==> config.mk <==
export PLATFORM = sky130hd
export DESIGN_NAME = shift_frame_controller
export DESIGN_NICKNAME = d
export VERILOG_FILES = /design/src/rtl/shift_frame_controller.sv
export SDC_FILE = /design/constraint.sdc
export NUM_CORES = 1
export LEC_CHECK = 0
export CORE_MARGIN = 1.5
export CORE_UTILIZATION = 57
export DETAILED_ROUTE_END_ITERATION = 10
export PLACE_DENSITY = 0.79
export SLEW_MARGIN = 20
export SYNTH_ARGS = -nofsm -noshare
export SYNTH_HDL_FRONTEND = slang
export SYNTH_SLANG_ARGS = --single-unit
==> constraint.sdc <==
create_clock -name clk -period 2.4 [get_ports clk]
set_input_delay 0.48 -clock clk [delete_from_list [all_inputs] [get_ports clk]]
set_output_delay 0.48 -clock clk [all_outputs]
set_load 0.03 [all_outputs]
Cell classes on the final placement:
Fill, decap, tap and diode cells in gray.
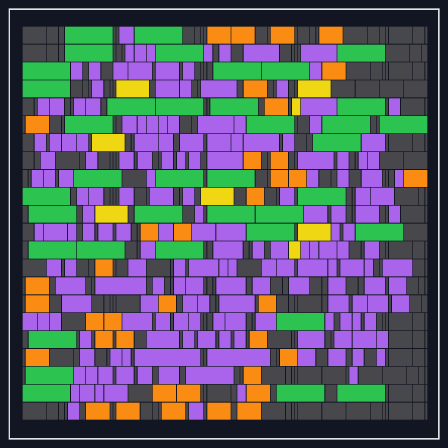
[orange] other buffers and delay cells | cells: 37 | share of their area: 13%
[purple] combinational and other logic | cells: 182 | share of their area: 53%
[yellow] clock drivers and dummy loads | cells: 8 | share of their area: 3.7%
[green] flops | cells: 38 | share of their area: 31%
Core ar.: 3690 um2
design area: 2550 um2
Finished Core Util: 69.2%

Met2 routing:
Cells faint in the background.
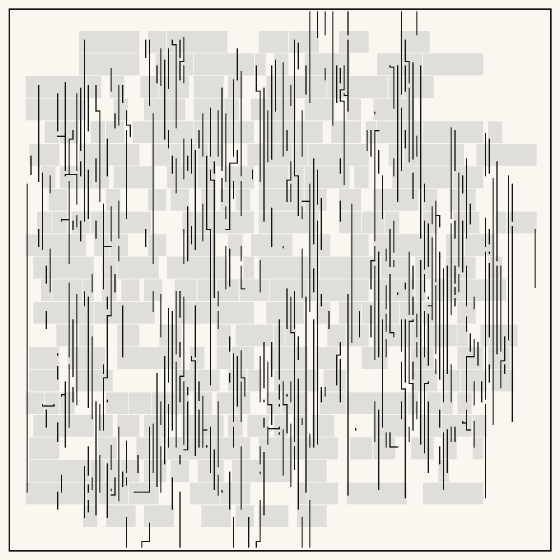
nets with wire on the layer: 233
wire length on this layer: 2,160 um
share of all routed wire: 48%
longest straight run: 37.1 um
met2 usage: 38.9%
total number of vias: 1,829
final wirelength: 4520 um

==> GITHUB_STEP_SUMMARY <==
### Yosys + OpenROAD results

| Metric | Value |
|---|---|
| Final worst slack | `0.190 ns` |
| Yosys Instances | `roughly 240` |
| M1 WL | `roughly 2100 um` |
| Dominant cell type by area after synthesis | `dfxtp_1` |
| Post-synthesis mux area share | `about 4%` |
| Longest Clk Path Bufs | `2` |
| IO buf count | `20` |
| Finish-stage setup viols | `0` |
| Main area contributors after synthesis | `dfxtp_1 (35%), a21oi_1 (7.3%), a311oi_2 (5.5%)` |
| Static leakage | `between 0.9 and 1 nW` |
| Fmax | `452 MHz` |
| Clock skew | `0.00271 ns` |
| # DRC | `0` |
| Status | `finished clean` |
| Post-CTS setup buffers | `0` |
| Diodes inserted | `0` |
| Comb power frac | `approximately 44%` |
| Delay-heaviest family, CP | `buffers and inverters` |
| Yosys Chip Area | `~2200 um2` |
| Synth Warn # | `0` |
| Worst-path maximum fanout | `4` |
| Dominant logic cell types in the final layout | `dfxtp_1 (38), a21oi_1 (32), clkdlybuf4s50_1 (20)` |
| Initial core utilization | `between 50% and 60%` |
| R2r setup slk | `approximately 0.42 ns` |
| Max cap viols | `0` |
| First-pass GRT wire length | `just under 8000 um` |
| Max-slew violation count | `0` |
| Global route overflow | `0` |
| GRT busiest layer | `met2` |
| Setup CP Type | `reg2out` |
| Post-CTS sizing | `0` |
| Pwr Density | `just over 800 nW/um2` |
| H-tree Lvls | `2` |
| Stages on the worst setup path | `4` |
| Xor+xnor area frac | `less than 1%` |
| Worst Max-Slew Pin Slew | `around 0.43 ns` |
| Sequential area share after synthesis | `between 30% and 40%` |
| Dominant synthesized flop cell | `dfxtp_1` |
| Cells after synthesis | `239` |
| Setup TNS | `0 ns` |
| Startpoint Class | `flop` |
| P_comb | `912 uW` |
| Synth Cell Area | `~2200 um2` |
| CP cell instances | `inv_1, ha_1, inv_1, clkdlybuf4s50_1` |
| CTS tree | `done` |
| Most frequent CP cell | `inv_1` |
| Vias per std cell | `5.84` |
| Yosys aoi share | `between 20% and 30%` |
| Chip Area | `4230 um2` |
| Place WS | `between 0.1 and 0.15 ns` |
| Syn_nets | `around 250` |
| Area share, top type | `a little over a third` |
| Ys async rst share | `0%` |
| Tool warnings | `30` |
| First DRT Iteration DRCs | `108` |
| GPL Wtd Cong | `approximately 0.80` |
| TritonRoute pass-1 iters | `4` |
| Die W | `between 60 and 70 um` |
| RSZ-0062 raised after global routing | `no` |
| Area grow syn2layout | `16.4%` |
| Simple Share, Synth | `a little over a fifth` |
| Site Rows | `22` |
==> worst reg2reg max path: stages (launching register included) <==
cell	delay (ns)
dfxtp_1	0.37
inv_1	0.08
ha_1	0.32
and3b_1	0.27
a221oi_4	0.30
buf_4	0.24
a21oi_1	0.09
a311oi_2	0.23
==> per-stage QoR <==
step	hold slack [ns]	util [%]	instances
after floorplan	0.442	-	239
after global placement	0.455	66.8	305
after global routing	0.493	69.2	313
final	0.472	69.2	313
after CTS	0.470	69.2	313
after detailed placement	0.458	66.8	305
==> final cells by class <==
| class | count | area, um2 |
|---|---|---|
| inverter | 8 | 30.0 |
| clock buffer | 7 | 86.3 |
| timing repair buffer | 37 | 328 |
| tap | 48 | 60.1 |
| clock inverter | 1 | 5.00 |
| sequential | 38 | 761 |
| fill | 314 | 1130 |
| multi-input combinational | 174 | 1280 |
Power figures rest on the tool's default switching activity, not on a simulated workload.
